**config.mk**
```make
export PLATFORM = sky130hd
export DESIGN_NAME = debug_frame_receiver
export DESIGN_NICKNAME = d
export VERILOG_FILES = /design/src/rtl/debug_link_pkg.sv /design/src/rtl/byte_timeout_counter.sv /design/src/rtl/debug_frame_receiver.sv
export SDC_FILE = /design/constraint.sdc
export NUM_CORES = 1
export LEC_CHECK = 0
export ABC_AREA = 1
export CAP_MARGIN = 20
export CORE_MARGIN = 4
export CORE_UTILIZATION = 55
export DETAILED_ROUTE_END_ITERATION = 8
export PLACE_DENSITY = 0.78
export SLEW_MARGIN = 20
export SYNTH_ARGS = -nofsm -noshare
export SYNTH_HDL_FRONTEND = slang
export SYNTH_HIERARCHICAL = 1
export SYNTH_SLANG_ARGS = --single-unit
export TNS_END_PERCENT = 10
```
**constraint.sdc**
```tcl
create_clock -name clock -period 4.8 [get_ports clock]
set_clock_uncertainty 0.2 [all_clocks]
set_input_delay 1.44 -clock clock [delete_from_list [all_inputs] [get_ports clock]]
set_output_delay 1.44 -clock clock [all_outputs]
set_load 0.05 [all_outputs]
```
**src/rtl/debug_link_pkg.sv**
```systemverilog
// rtl/debug_link_pkg.sv - shared framing constants for the debug dump link (transmitter and receiver)
package debug_link_pkg;

    localparam logic [7:0] SOF_BYTE          = 8'hA5;
    localparam int         MAX_WORDS_DEFAULT = 64;
    localparam bit         MSB_FIRST         = 1'b1;

    localparam logic [2:0] ST_IDLE = 3'd0;
    localparam logic [2:0] ST_LEN  = 3'd1;
    localparam logic [2:0] ST_DATA = 3'd2;
    localparam logic [2:0] ST_CHK  = 3'd3;
    localparam logic [2:0] ST_DONE = 3'd4;
    localparam logic [2:0] ST_ERR  = 3'd5;

    function automatic logic [31:0] shift_in(input logic [31:0] word, input logic [7:0] b);
        if (MSB_FIRST) return {word[23:0], b};
        else           return {b, word[31:8]};
    endfunction

endpackage

```
**src/rtl/byte_timeout_counter.sv**
```systemverilog
// rtl/byte_timeout_counter.sv - idle-cycle counter between pops, cleared on pop, flags expiry
module byte_timeout_counter #(
    parameter int TIMEOUT_CYCLES = 70000
) (
    input  logic clock,
    input  logic reset,
    input  logic active_i,
    input  logic pop_i,
    output logic expire_o
);

    localparam int             CW   = (TIMEOUT_CYCLES > 2) ? $clog2(TIMEOUT_CYCLES) : 1;
    localparam logic [CW-1:0]  LAST = CW'(TIMEOUT_CYCLES - 1);

    logic [CW-1:0] count_q, count_d;

    always_comb begin
        count_d = count_q;
        if (!active_i || pop_i)   count_d = '0;
        else if (count_q != LAST) count_d = count_q + 1'b1;
    end

    always_ff @(posedge clock or negedge reset) begin
        if (!reset) count_q <= '0;
        else        count_q <= count_d;
    end

    assign expire_o = active_i && !pop_i && (count_q == LAST);

endmodule

```
**src/rtl/debug_frame_receiver.sv**
```systemverilog
// rtl/debug_frame_receiver.sv - decodes SOF/len/payload/checksum frames into capture-RAM word writes
// Optional frame statistics outputs enabled by DEBUG_FRAME_RX_STATS_EN.
module debug_frame_receiver
    import debug_link_pkg::*;
#(
    parameter int MAX_WORDS      = MAX_WORDS_DEFAULT,
    parameter int ADDR_W         = 6,
    parameter int TIMEOUT_CYCLES = 70000
) (
    input  logic              clock,
    input  logic              reset,
    input  logic [7:0]        byteIn,
    input  logic              byteAvailable,
    output logic              byteRead,
    output logic              wordWrite,
    output logic [ADDR_W-1:0] wordAddr,
    output logic [31:0]       wordData,
    output logic              frameDone,
    output logic              frameError,
    output logic [7:0]        wordCount,
`ifdef DEBUG_FRAME_RX_STATS_EN
    output logic [15:0]       goodFrames,
    output logic [15:0]       badFrames,
`endif
    output logic              busy
);

    localparam logic [7:0] MAX_LEN = 8'(MAX_WORDS);

    logic [2:0]        state_q, state_d;
    logic [7:0]        len_q, len_d;
    logic [7:0]        csum_q, csum_d;
    logic [31:0]       word_q, word_d;
    logic [1:0]        byte_idx_q, byte_idx_d;
    logic [7:0]        wcnt_q, wcnt_d;
    logic              wr_q, wr_d;
    logic [ADDR_W-1:0] addr_q, addr_d;
    logic [31:0]       wdata_q, wdata_d;
    logic [7:0]        count_q, count_d;
    logic              active, expire;

    assign byteRead = reset && byteAvailable && (state_q != ST_DONE) && (state_q != ST_ERR);
    assign active   = (state_q == ST_LEN) || (state_q == ST_DATA) || (state_q == ST_CHK);

    byte_timeout_counter #(.TIMEOUT_CYCLES(TIMEOUT_CYCLES)) u_timeout (
        .clock    (clock),
        .reset    (reset),
        .active_i (active),
        .pop_i    (byteRead),
        .expire_o (expire)
    );

    always_comb begin
        state_d    = state_q;
        len_d      = len_q;
        csum_d     = csum_q;
        word_d     = word_q;
        byte_idx_d = byte_idx_q;
        wcnt_d     = wcnt_q;
        wr_d       = 1'b0;
        wdata_d    = wdata_q;
        count_d    = count_q;
        // Address advances in the cycle after each write so it points at the next slot.
        addr_d     = wr_q ? addr_q + 1'b1 : addr_q;
        case (state_q)
            ST_IDLE: begin
                if (byteRead && byteIn == SOF_BYTE) state_d = ST_LEN;
            end
            ST_LEN: begin
                if (byteRead) begin
                    len_d      = byteIn;
                    csum_d     = byteIn;
                    byte_idx_d = 2'd0;
                    wcnt_d     = 8'd0;
                    addr_d     = '0;
                    if (byteIn > MAX_LEN)     state_d = ST_ERR;
                    else if (byteIn == 8'd0)  state_d = ST_CHK;
                    else                      state_d = ST_DATA;
                end else if (expire) begin
                    state_d = ST_ERR;
                end
            end
            ST_DATA: begin
                if (byteRead) begin
                    word_d     = shift_in(word_q, byteIn);
                    csum_d     = csum_q ^ byteIn;
                    byte_idx_d = byte_idx_q + 2'd1;
                    if (byte_idx_q == 2'd3) begin
                        wr_d    = 1'b1;
                        wdata_d = shift_in(word_q, byteIn);
                        wcnt_d  = wcnt_q + 8'd1;
                        if (wcnt_q + 8'd1 == len_q) state_d = ST_CHK;
                    end
                end else if (expire) begin
                    state_d = ST_ERR;
                end
            end
            ST_CHK: begin
                if (byteRead) begin
                    if (byteIn == csum_q) begin
                        state_d = ST_DONE;
                        count_d = len_q;
                    end else begin
                        state_d = ST_ERR;
                    end
                end else if (expire) begin
                    state_d = ST_ERR;
                end
            end
            ST_DONE: state_d = ST_IDLE;
            ST_ERR:  state_d = ST_IDLE;
            default: state_d = ST_IDLE;
        endcase
    end

    always_ff @(posedge clock or negedge reset) begin
        if (!reset) begin
            state_q    <= ST_IDLE;
            len_q      <= '0;
            csum_q     <= '0;
            word_q     <= '0;
            byte_idx_q <= '0;
            wcnt_q     <= '0;
            wr_q       <= 1'b0;
            addr_q     <= '0;
            wdata_q    <= '0;
            count_q    <= '0;
        end else begin
            state_q    <= state_d;
            len_q      <= len_d;
            csum_q     <= csum_d;
            word_q     <= word_d;
            byte_idx_q <= byte_idx_d;
            wcnt_q     <= wcnt_d;
            wr_q       <= wr_d;
            addr_q     <= addr_d;
            wdata_q    <= wdata_d;
            count_q    <= count_d;
        end
    end

    assign wordWrite  = wr_q;
    assign wordAddr   = addr_q;
    assign wordData   = wdata_q;
    assign wordCount  = count_q;
    assign frameDone  = (state_q == ST_DONE);
    assign frameError = (state_q == ST_ERR);
    assign busy       = (state_q != ST_IDLE);

`ifdef DEBUG_FRAME_RX_STATS_EN
    logic [15:0] good_q, bad_q;

    always_ff @(posedge clock or negedge reset) begin
        if (!reset) begin
            good_q <= '0;
            bad_q  <= '0;
        end else begin
            if (frameDone && good_q != 16'hFFFF)  good_q <= good_q + 16'd1;
            if (frameError && bad_q != 16'hFFFF)  bad_q  <= bad_q + 16'd1;
        end
    end

    assign goodFrames = good_q;
    assign badFrames  = bad_q;
`endif

endmodule

```
==> results.py <==
# Auto-generated metrics
metrics = {
    "run_status": {
        "status": "finished, final reports clean",
    },
    "timing": {
        "finalCritPeriodShare_pct": 89.3,
        "rsz0062_at_grt": "false",
        "finalSetupViolations": 0,
        "worstMarginPinSlew_ns": 0.848,
        "fmax_mhz": 233,
        "slew_viol_final": 0,
        "finalCriticalPeriod_ns": 4.29,
        "maxSlewHeadroom_pct": 43.4,
        "fin_ws_ns": 0.513,
        "hold_viol_final": 0,
        "finalSetupTns_ns": 0,
    },
    "routing": {
        "drt_pass1_iterations": 5,
        "vias_per_cell": 5.37,
        "ant_nets": 0,
        "vias": 4760,
        "drt_iter0_drc": 399,
        "drc": 0,
    },
    "grt": {
        "antenna_found_initial": 0,
        "grt_pass1_vias": 4701,
        "grt_first_pass_wirelength_um": 22300,
        "grt_overflow": 0,
    },
    "worst_setup_path": {
        "start_kind": "input pin",
        "path_class": "in2out",
        "critPathRequiredTime_ns": 3.16,
        "cp-end-kind": "output pin",
        "arrival_ns": 2.65,
        "critPathMaxFanout": 5,
    },
    "cells_and_area": {
        "syn_to_final_growth_pct": 23.4,
        "layout.cells.non_filler": 887,
        "diodes": 0,
        "drive_above_1_share_pct": 6.76,
        "final_core_util_pct": 69.7,
        "regArea_mm2": 0.00293,
        "fin_nets": 757,
        "n_fill_cell": 754,
        "logic_area_mm2": 0.00218,
    },
    "die": {
        "chipHeight_um": 108,
        "fp-utilization_pct": 56.5,
        "rows": 36,
        "core-area_mm2": 0.00982,
        "dieArea_mm2": 0.0118,
        "dieWidth_um": 108,
        "io_pins": 62,
    },
    "pwr": {
        "ir_worst_vdd_v": 0.000258,
        "powerDensity_mw_per_mm2": 517,
        "fin_total_pwr_w": 0.00354,
        "leakage_nw": 3.20,
    },
    "cts": {
        "cts_root_buf": "clkbuf_8",
        "cts-buffers-inserted": 17,
        "worstSkewPairLatency_ns": 0.51,
        "cts_sinks": 117,
        "post_cts_resized": 0,
        "clk_pin_slew_ns": 0.05,
        "cts_tree": "yes",
        "ctsHoldBuffers": 0,
        "htree_levels": 4,
    },
    "placed_design": {
        "placed_area_mm2": 0.00626,
        "dp_hpwl_um": 8810,
        "numPortBuffers": 61,
    },
    "worst_hold_path": {
        "min_path_type": "reg2reg",
    },
    "yosys": {
        "numSynthFlops": 117,
        "top_area_cell": "dfrtp_1",
        "yosysUniqueCellTypes": 33,
        "yosysTopAreaCellShare_pct": 52.8,
        "syn-num-nets": 693,
        "yosys-top-cells-area": "dfrtp_1 53%, nand2_1 12%, o21ai_0 7.6%",
        "synth_area_mm2": 0.00555,
        "synth_chip_area_mm2": 0.00555,
        "synthCells": 678,
    },
    "job": {
        "warnings": 26,
        "maxCapViolCount": 0,
    },
}
## cell families (layout without fill, tap and decap cells)
family / after synthesis / count (layout) / share of synthesized area (%)
AND-OR/OR-AND: 124 / 124 / 12.2
XOR/XNOR: 14 / 14 / 2.46
adder cells (fa/ha/maj): 4 / 4 / 0.902
buffers and inverters: 109 / 185 / 7.96
flip-flops: 117 / 117 / 52.8
AND/OR/NAND/NOR: 310 / 310 / 23.7
## cells in the mapped netlist, drive strengths merged
library cell,n
dfrtp,117
nand4,13
o21ai,91
xor2,5
a21oi,10
o211ai,8
nor2,66
nand2,184
nand3,38
nor3,6
a31oi,2
buf,9
o21a,8
clkbuf,11
or2,2
ha,4
inv,89
xnor2,8
o22ai,2
xnor3,1
a32oi,1
o41ai,1
and2,1
a211oi,1
## layout by cell type (no fill, tap or decap)
cell type	netlist	routed
and2_1	1	1
o211ai_1	8	8
nand2_1	177	177
inv_2	3	3
buf_4	1	5
clkbuf_16	0	16
nand3_1	38	38
clkbuf_1	11	3
a31oi_1	2	2
inv_1	86	86
a32oi_1	1	1
nor2_1	61	61
ha_1	4	4
xnor3_1	1	1
xnor2_1	8	8
clkbuf_8	0	4
clkdlybuf4s50_1	0	59
nand4_1	13	13
clkinvlp_4	0	2
nand2_4	1	1
clkinv_4	0	1
clkinv_2	0	2
o22ai_1	2	2
buf_12	0	1
nor3_1	6	6
o41ai_1	1	1
nor2_8	1	1
nor2_4	2	2
bufinv_16	0	3
o21ai_0	84	84
nand2_2	6	6
xor2_1	5	5
o21ai_1	7	7
a211oi_1	1	1
a21oi_1	10	10
dfrtp_1	117	117
or2_2	2	2
o21a_1	8	8
nor2_2	2	2
## state kept, by name, indices dropped and copies added, names as in the netlist
register / flops
csum_q: 8
len_q: 8
word_q: 24
wordData: 32
wcnt_q: 8
wordWrite: 1
wordCount: 8
state_q: 3
u_timeout/count_q: 17
byte_idx_q: 2
wordAddr: 6
## report_power, final
group	internal, W	switching, W	total, W
combinational	0.000313	0.000569	0.000882
clock	0.000827	0.000422	0.00125
sequential	0.00123	0.000177	0.00140
## per-layer routing
metal	routed length, µm	GRT usage, %	up-vias
li1	-	-	2306
met1	5930	33.4	2264
met2	6130	37.4	169
met3	830	5.79	21
met4	223	8.66	0
met5	0	0	-
## path summary, 6_finish.rpt
path                                    start      endpoint  cells past startpoint  slack [ns]
min in group asynchronous               reset  wordData[17]                      2        0.90
max in group asynchronous               reset     csum_q[1]                      3        2.21
worst max-delay path            byteAvailable      byteRead                      6        0.51
worst min-delay path                word_q[1]     word_q[9]                      2        0.28
worst min register to register      word_q[1]     word_q[9]                      2        0.28
worst max register to register     state_q[2]     csum_q[7]                     10        2.21
## final cells by class
class                           instances  share of cell area, %
Clock inverter                          8                   1.81
Timing Repair Buffer                   65                   9.47
Multi-Input combinational cell        452                   31.8
Clock buffer                           23                   6.82
Tap cell                              133                   2.43
Sequential cell                       117                   42.8
Inverter                               89                   4.88
## worst max-delay path: stages
cell and delay, ns:
clkdlybuf4s50_1 0.48, nand2_2 0.12, inv_1 0.11, o21ai_1 0.12
inv_1 0.21, buf_12 0.17
Fig. 1: metal layers overlaid
(3 px per µm) Two of the layers only.
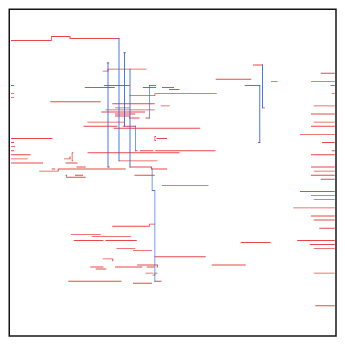
| layer | color | wire length |
|---|---|---|
| M3 | red | 830 µm |
| M4 | blue | 223 µm |
total routed wirelength: 13100 µm
global-route usage over all layers: 24.2%
DR WL/cell: 14.8 µm

Fig. 2: placement view
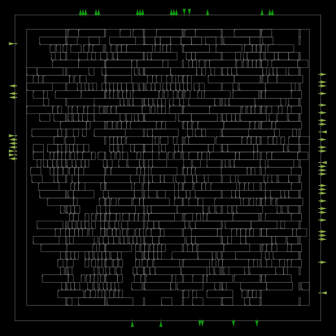
Seq Cell Count: 117
n_taps: 133

Power and IR drop assume default switching activity.
